`config.mk`:
```
export PLATFORM = sky130hd
export DESIGN_NAME = traffic_conflict_monitor
export DESIGN_NICKNAME = d
export VERILOG_FILES = /design/src/rtl/traffic_conflict_monitor.sv
export SDC_FILE = /design/constraint.sdc
export NUM_CORES = 1
export LEC_CHECK = 0
export CAP_MARGIN = 20
export CORE_MARGIN = 2
export CORE_UTILIZATION = 55
export CTS_CLUSTER_DIAMETER = 150
export DETAILED_ROUTE_END_ITERATION = 8
export PLACE_DENSITY = 0.77
export SLEW_MARGIN = 15
export SYNTH_ARGS = -nofsm -noshare
export SYNTH_HDL_FRONTEND = slang
export SYNTH_SLANG_ARGS = --single-unit
```
`constraint.sdc`:
```
create_clock -name clk -period 3 [get_ports clk]
set_input_delay 0.45 -clock clk [delete_from_list [all_inputs] [get_ports clk]]
set_output_delay 0.45 -clock clk [all_outputs]
set_load 0.1 [all_outputs]
```
`src/rtl/traffic_conflict_monitor.sv`:
```
// Lamp-side safety monitor for a two-approach (A/B) signal head: detects illegal
// lamp states and bad transitions, latches a fault code and requests red flashing.
module traffic_conflict_monitor #(
    parameter int FILTER     = 2,
    parameter int MIN_YELLOW = 3,
    parameter int FLASH_HALF = 4
) (
    input  logic       clk,
    input  logic       reset_n,
    input  logic       Ga,
    input  logic       Ya,
    input  logic       Ra,
    input  logic       Gb,
    input  logic       Yb,
    input  logic       Rb,
    input  logic       clr_fault,
    output logic       fault,
    output logic [2:0] fault_code,
    output logic       flash_on,
    output logic       ok
);

    localparam logic [3:0] FILT_N = 4'(FILTER);
    localparam logic [3:0] MIN_Y  = 4'(MIN_YELLOW);
    localparam logic [7:0] FH_M1  = 8'(FLASH_HALF - 1);

    localparam logic [2:0] C_CONFLICT = 3'd1;
    localparam logic [2:0] C_MULTI    = 3'd2;
    localparam logic [2:0] C_DARK     = 3'd3;
    localparam logic [2:0] C_SHORT_Y  = 3'd4;
    localparam logic [2:0] C_G2R      = 3'd5;

    typedef enum logic [1:0] {
        S_MONITOR,
        S_PENDING,
        S_FAULT
    } state_t;

    state_t     state_q, state_d;
    logic [2:0] code_q, code_d;
    logic       flash_q, flash_d;
    logic [7:0] fcnt_q, fcnt_d;
    logic [3:0] filt_q, filt_d;
    logic [3:0] ycnt_a_q, ycnt_a_d;
    logic [3:0] ycnt_b_q, ycnt_b_d;
    logic       prev_ga_q, prev_ga_d;
    logic       prev_ya_q, prev_ya_d;
    logic       prev_gb_q, prev_gb_d;
    logic       prev_yb_q, prev_yb_d;

    // Static conditions on the lamps as they are right now
    logic       conflict, multi, dark, static_raw;
    logic [2:0] static_code;

    always_comb begin
        conflict   = (Ga | Ya) & (Gb | Yb);
        multi      = (Ga & Ya) | (Ga & Ra) | (Ya & Ra) |
                     (Gb & Yb) | (Gb & Rb) | (Yb & Rb);
        dark       = ~(Ga | Ya | Ra) | ~(Gb | Yb | Rb);
        static_raw = conflict | multi | dark;
        if (conflict)   static_code = C_CONFLICT;
        else if (multi) static_code = C_MULTI;
        else if (dark)  static_code = C_DARK;
        else            static_code = 3'd0;
    end

    // Transition events against the previous sample; history is zero after reset
    logic       short_y, g2r, event_any;
    logic [2:0] event_code;

    always_comb begin
        short_y    = (prev_ya_q & ~Ya & (ycnt_a_q < MIN_Y)) |
                     (prev_yb_q & ~Yb & (ycnt_b_q < MIN_Y));
        g2r        = (prev_ga_q & Ra) | (prev_gb_q & Rb);
        event_any  = short_y | g2r;
        event_code = short_y ? C_SHORT_Y : C_G2R;
    end

    always_comb begin
        state_d   = state_q;
        code_d    = code_q;
        flash_d   = flash_q;
        fcnt_d    = fcnt_q;
        filt_d    = filt_q;
        prev_ga_d = Ga;
        prev_ya_d = Ya;
        prev_gb_d = Gb;
        prev_yb_d = Yb;
        ycnt_a_d  = Ya ? ((ycnt_a_q == MIN_Y) ? ycnt_a_q : ycnt_a_q + 4'd1) : 4'd0;
        ycnt_b_d  = Yb ? ((ycnt_b_q == MIN_Y) ? ycnt_b_q : ycnt_b_q + 4'd1) : 4'd0;

        case (state_q)
            S_MONITOR: begin
                if (event_any) begin
                    state_d = S_FAULT;
                    code_d  = event_code;
                    flash_d = 1'b1;
                    fcnt_d  = 8'd0;
                end else if (static_raw) begin
                    if (FILTER == 1) begin
                        state_d = S_FAULT;
                        code_d  = static_code;
                        flash_d = 1'b1;
                        fcnt_d  = 8'd0;
                    end else begin
                        state_d = S_PENDING;
                        filt_d  = 4'd1;
                    end
                end
            end
            S_PENDING: begin
                if (event_any) begin
                    state_d = S_FAULT;
                    code_d  = event_code;
                    flash_d = 1'b1;
                    fcnt_d  = 8'd0;
                    filt_d  = 4'd0;
                end else if (static_raw) begin
                    if (filt_q + 4'd1 >= FILT_N) begin
                        // Latch whatever static code is present on the final cycle
                        state_d = S_FAULT;
                        code_d  = static_code;
                        flash_d = 1'b1;
                        fcnt_d  = 8'd0;
                        filt_d  = 4'd0;
                    end else begin
                        filt_d = filt_q + 4'd1;
                    end
                end else begin
                    state_d = S_MONITOR;
                    filt_d  = 4'd0;
                end
            end
            S_FAULT: begin
                if (clr_fault && !static_raw) begin
                    state_d  = S_MONITOR;
                    code_d   = 3'd0;
                    flash_d  = 1'b0;
                    fcnt_d   = 8'd0;
                    filt_d   = 4'd0;
                    ycnt_a_d = 4'd0;
                    ycnt_b_d = 4'd0;
                end else if (fcnt_q == FH_M1) begin
                    flash_d = ~flash_q;
                    fcnt_d  = 8'd0;
                end else begin
                    fcnt_d = fcnt_q + 8'd1;
                end
            end
            default: begin
                state_d = S_MONITOR;
                code_d  = 3'd0;
                flash_d = 1'b0;
                fcnt_d  = 8'd0;
                filt_d  = 4'd0;
            end
        endcase
    end

    always_ff @(posedge clk or negedge reset_n) begin
        if (!reset_n) begin
            state_q   <= S_MONITOR;
            code_q    <= 3'd0;
            flash_q   <= 1'b0;
            fcnt_q    <= 8'd0;
            filt_q    <= 4'd0;
            ycnt_a_q  <= 4'd0;
            ycnt_b_q  <= 4'd0;
            prev_ga_q <= 1'b0;
            prev_ya_q <= 1'b0;
            prev_gb_q <= 1'b0;
            prev_yb_q <= 1'b0;
        end else begin
            state_q   <= state_d;
            code_q    <= code_d;
            flash_q   <= flash_d;
            fcnt_q    <= fcnt_d;
            filt_q    <= filt_d;
            ycnt_a_q  <= ycnt_a_d;
            ycnt_b_q  <= ycnt_b_d;
            prev_ga_q <= prev_ga_d;
            prev_ya_q <= prev_ya_d;
            prev_gb_q <= prev_gb_d;
            prev_yb_q <= prev_yb_d;
        end
    end

    assign fault      = (state_q == S_FAULT);
    assign fault_code = code_q;
    assign flash_on   = flash_q;
    assign ok         = ~fault;

endmodule

```
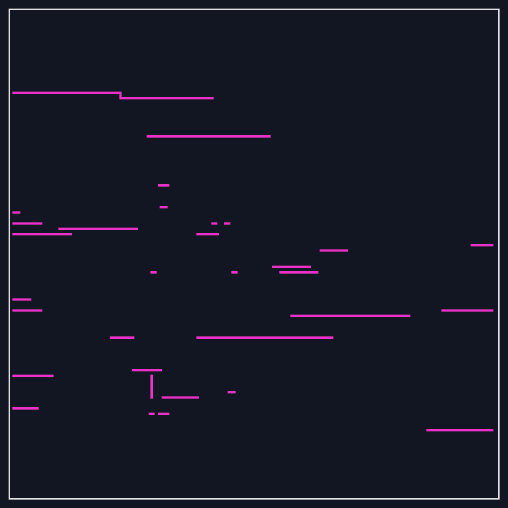
**Above:** run 1 (met3 routing).
Scale: 8 px per µm.
The longest straight run is 16.8 µm. The wires run mostly horizontal. 22 nets have wire on it. The layer carries 156 µm of wire.
vias post-DR: 1,504
met3 track utilization from global routing: 6.09%
routed wire length: 3.73 mm

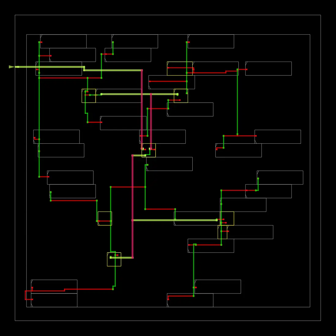
**Above:** run 1 (clock wiring as the flow saved it).
sequential cells: 30
Inserted Clock Buffers: 5
clock tree skew after final layout: 0.0197 ns

==> flow_metrics.py, run 1 <==
# Synthesis and PnR figures
metrics = {
    "logic_synthesis": {
        "async_reset_ff_share_pct": 100,
        "synth_sequential_area_ratio_pct": 42.0,
        "synth_xor_xnor_area_share_pct": 2.45,
        "ys_cells": 186,
        "post-synth-top-area-cell": "sky130_fd_sc_hd__dfrtp_1",
        "ys_types": 56,
    },
    "critical_path": {
        "worstSetupStartpoint": "Yb",
        "arr_time_crit_path_ns": 2.56,
        "setup.reg_to_reg.worst_slack_ns": 1.04,
        "crit_path_end": "fault_code[0]",
        "cpPeakStageDelay_ns": 0.56,
        "worst-endpoint-required_ns": 3.24,
        "critical_path.cell_chain": "clkdlybuf4s50_1 -> xor2_1 -> a32o_2 -> o31a_4 -> o221ai_2 -> mux2_1",
    },
    "clock_network": {
        "worst_skew_pair.late_latency_ns": 0.34,
        "clkSlewWorstSetupHoldPaths_ns": 0.11,
    },
    "final_timing": {
        "fin_crit_sh_pct": 77.2,
        "timing.final.setup_violations": 0,
        "max_freq_mhz": 432,
        "min_period_ns": 2.32,
        "worst_slew_margin_rel_pct": 65.0,
        "slew_violations": 0,
        "grt_setup_unrepaired": "no",
    },
    "layout": {
        "stdcell_count": 250,
        "buf_share_pct": 7.69,
        "layout.area.seq_um2": 751,
        "clock_buf_inv_share_pct": 3.16,
        "final_layout_top_logic_cells": "30 x sky130_fd_sc_hd__dfrtp_1, 21 x sky130_fd_sc_hd__nor2_1, 17 x sky130_fd_sc_hd__nand2_1",
    },
    "place": {
        "post_dp_cell_area_um2": 1950,
        "place_hpwl_mm": 2.73,
    },
    "outcome": {
        "status": "finished, final reports clean",
    },
    "run": {
        "max-cap-violations": 0,
    },
    "floorplanning": {
        "tap_cells": 44,
        "io_pins": 15,
    },
    "global_routing": {
        "sum_of_overflow_across_all_layers_after_global_routing": 0,
    },
    "route": {
        "dr.pass1.iters": 4,
    },
}
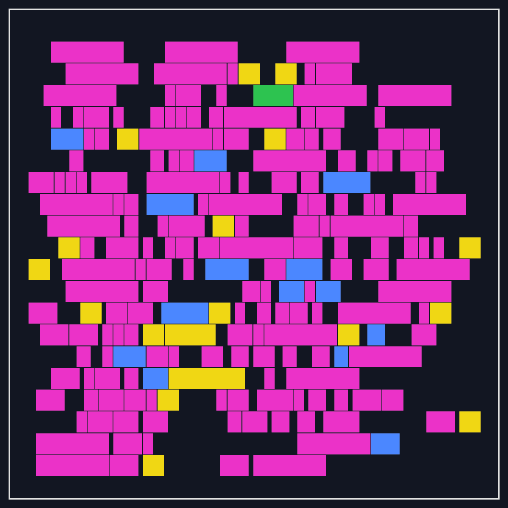
**Above:** run 1 (cell sizes after repair).
Scale: 8 px per µm.
Magenta stands for _0 and _1 cells, cells 173, share 84%. Blue stands for _2 cells, cells 14, share 6.8%. Yellow stands for _3 and _4 cells, cells 18, share 8.7%. Green stands for _6 and larger, cells 1, share 0.49%.
minimum setup slack in the final design: 0.683 ns
count of plain and timing-repair buffers in the layout: 18
area growth from synthesis to layout: 12.9%
post-layout instance area: 2020 µm²

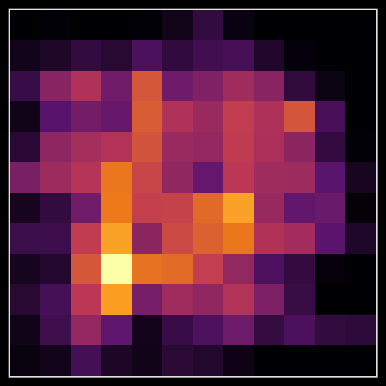
**Above:** run 1 (wire density map).
Scale: 6 px per µm. 12 x 12 tiles, from black (low) to pale yellow (high), scaled to the fullest tile. Values are wire area over tile area, all layers added.
The densest ninth of the die: middle. The emptiest ninth of the die: bottom right. 17% of the tiles are over half the peak. The fullest tile reaches 0.60.

==> run 1: metal layers <==
metal  global-route usage [%]  part of all wire, %  up-vias
met2                     39.6                   49       41
met3                     6.09                  4.2       15
met4                     12.1                  3.4        0
li1                         -                    -      728
met5                        0                    0        -
met1                     28.4                   44      720
==> run 1: state kept, by name, summed over array words and instances, names as in the netlist <==
name and cells:
fcnt_q 8, fault_code 3, prev_ya_q 1, ycnt_b_q 4
prev_yb_q 1, flash_on 1, filt_q 4, prev_ga_q 1
state_q 2, ycnt_a_q 4, prev_gb_q 1
==> run 1: power breakdown <==
part	internal (mW)	switching, mW	total [mW]
clock	0.112	0.151	0.263
combinational	0.197	0.488	0.684
sequential	0.475	0.0784	0.554
total	0.784	0.717	1.50
## Run 2: what changed since run 1
CORE_UTILIZATION = 52   (was 55)
clock period = 1.86 ns   (was 3 ns; I/O delays follow)
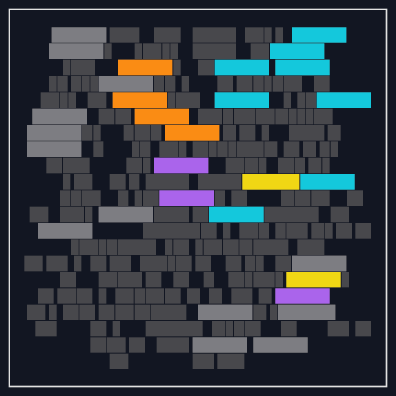
**Above:** run 2 (sequential cells colored by netlist name).
Scale: 6 px per µm. Other sequential cells in the stronger gray, the rest of the logic in the fainter gray.
Yellow stands for state_q, flops 2. Purple stands for fault_code, flops 3. Cyan stands for fcnt_q, flops 8, where top right. Orange stands for ycnt_a_q, flops 4.
Another 13 sequential cells are not colored.

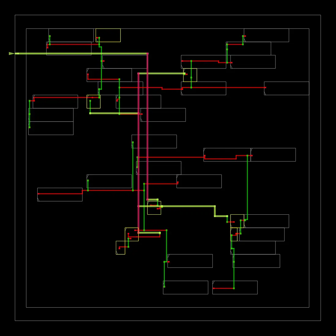
**Above:** run 2 (clock wiring as the flow saved it).
clock distribution power: 418 µW
Layout clock buffers: 7

==> flow_metrics.py, run 2 <==
# Synthesis and PnR figures
metrics = {
    "logic_synthesis": {
        "ys_types": 56,
        "post-synth-top-area-cell": "sky130_fd_sc_hd__dfrtp_1",
        "synth_sequential_area_ratio_pct": 42.0,
        "ys_cells": 186,
    },
    "floorplanning": {
        "io_pins": 15,
    },
    "power": {
        "switching_share_of_power_pct": 45.9,
        "clock_power_share_pct": 15.4,
        "power_combinational_mw": 1.38,
        "p_int_mw": 1.47,
    },
    "layout": {
        "syn2layout_area_growth_pct": 29.1,
        "largest_register_ff_count": 8,
        "layout.non_clock_buffers": 43,
        "max_flop_register": "fcnt_q",
        "final_area_um2": 2310,
        "buf_share_pct": 16.5,
        "stdcell_count": 277,
        "final_layout_top_logic_cells": "30 x sky130_fd_sc_hd__buf_4, 28 x sky130_fd_sc_hd__dfrtp_1, 21 x sky130_fd_sc_hd__nor2_1",
        "layout.area.seq_um2": 753,
    },
    "final_timing": {
        "worst_slew_margin_rel_pct": 74.4,
        "setup_slack_ns": 0.0504,
        "fin_worst_skew_ns": 0.00945,
        "slew_violations": 0,
        "fin_crit_sh_pct": 97.3,
        "timing.final.setup_violations": 0,
    },
    "critical_path": {
        "setup.reg_to_reg.worst_slack_ns": 0.05,
        "cpPeakStageDelay_ns": 0.48,
        "critical_path.cell_chain": "a21bo_2 -> a41o_1 -> a21o_1 -> o221ai_4 -> mux2_4",
        "worstSetupStartpoint": "filt_q[0]",
        "crit_path_end": "fault_code[0]",
        "worst-endpoint-required_ns": 2.09,
    },
    "place": {
        "place_hpwl_mm": 3.13,
        "post_dp_cell_area_um2": 2170,
    },
    "clock_network": {
        "clkSlewWorstSetupHoldPaths_ns": 0.10,
        "cts_made_buffers": 5,
    },
    "global_routing": {
        "sum_of_overflow_across_all_layers_after_global_routing": 0,
    },
    "outcome": {
        "status": "finished, final reports clean",
    },
}
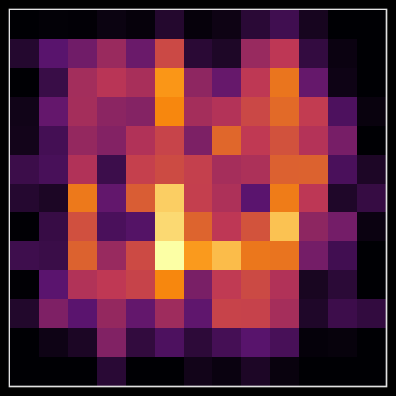
**Above:** run 2 (wire density map).
Scale: 6 px per µm. 13 x 13 tiles, from black (low) to pale yellow (high), scaled to the fullest tile. Values are wire area over tile area, all layers added.
The mean over all tiles is 0.17. The emptiest ninth of the die: bottom right. The densest ninth of the die: middle. 25% of the tiles are over half the peak.
wire length per cell: 15.5 µm
routed wire length: 4.30 mm
vias post-DR: 1,653
GRT Overall Usage: 24.2%

run 2: cell types whose count changed in the layout (fill, tap and decap cells not counted), sizes merged:
cell / previous run / this run
clkdlybuf4s50: 8 / 3
dlygate4sd2: 0 / 5
clkbuf: 6 / 7
inv: 14 / 13
buf: 10 / 35
run 2: metal layers:
| layer | GRT usage (%) | wire length (µm) |
|---|---|---|
| met1 | 29.0 | 1820 |
| met5 | 0 | 0 |
| met4 | 10.0 | 70 |
| met2 | 41.4 | 2210 |
| met3 | 6.31 | 203 |
run 2: timing repair:
item | 4_1_cts | 5_1_grt
buffers inserted | 3 | 1
setup endpoints to repair | 18 | 9
pin swaps | 3 | 1
gates cloned | 0 | 0
gates resized | 11 | 5
Power and IR drop assume default switching activity.
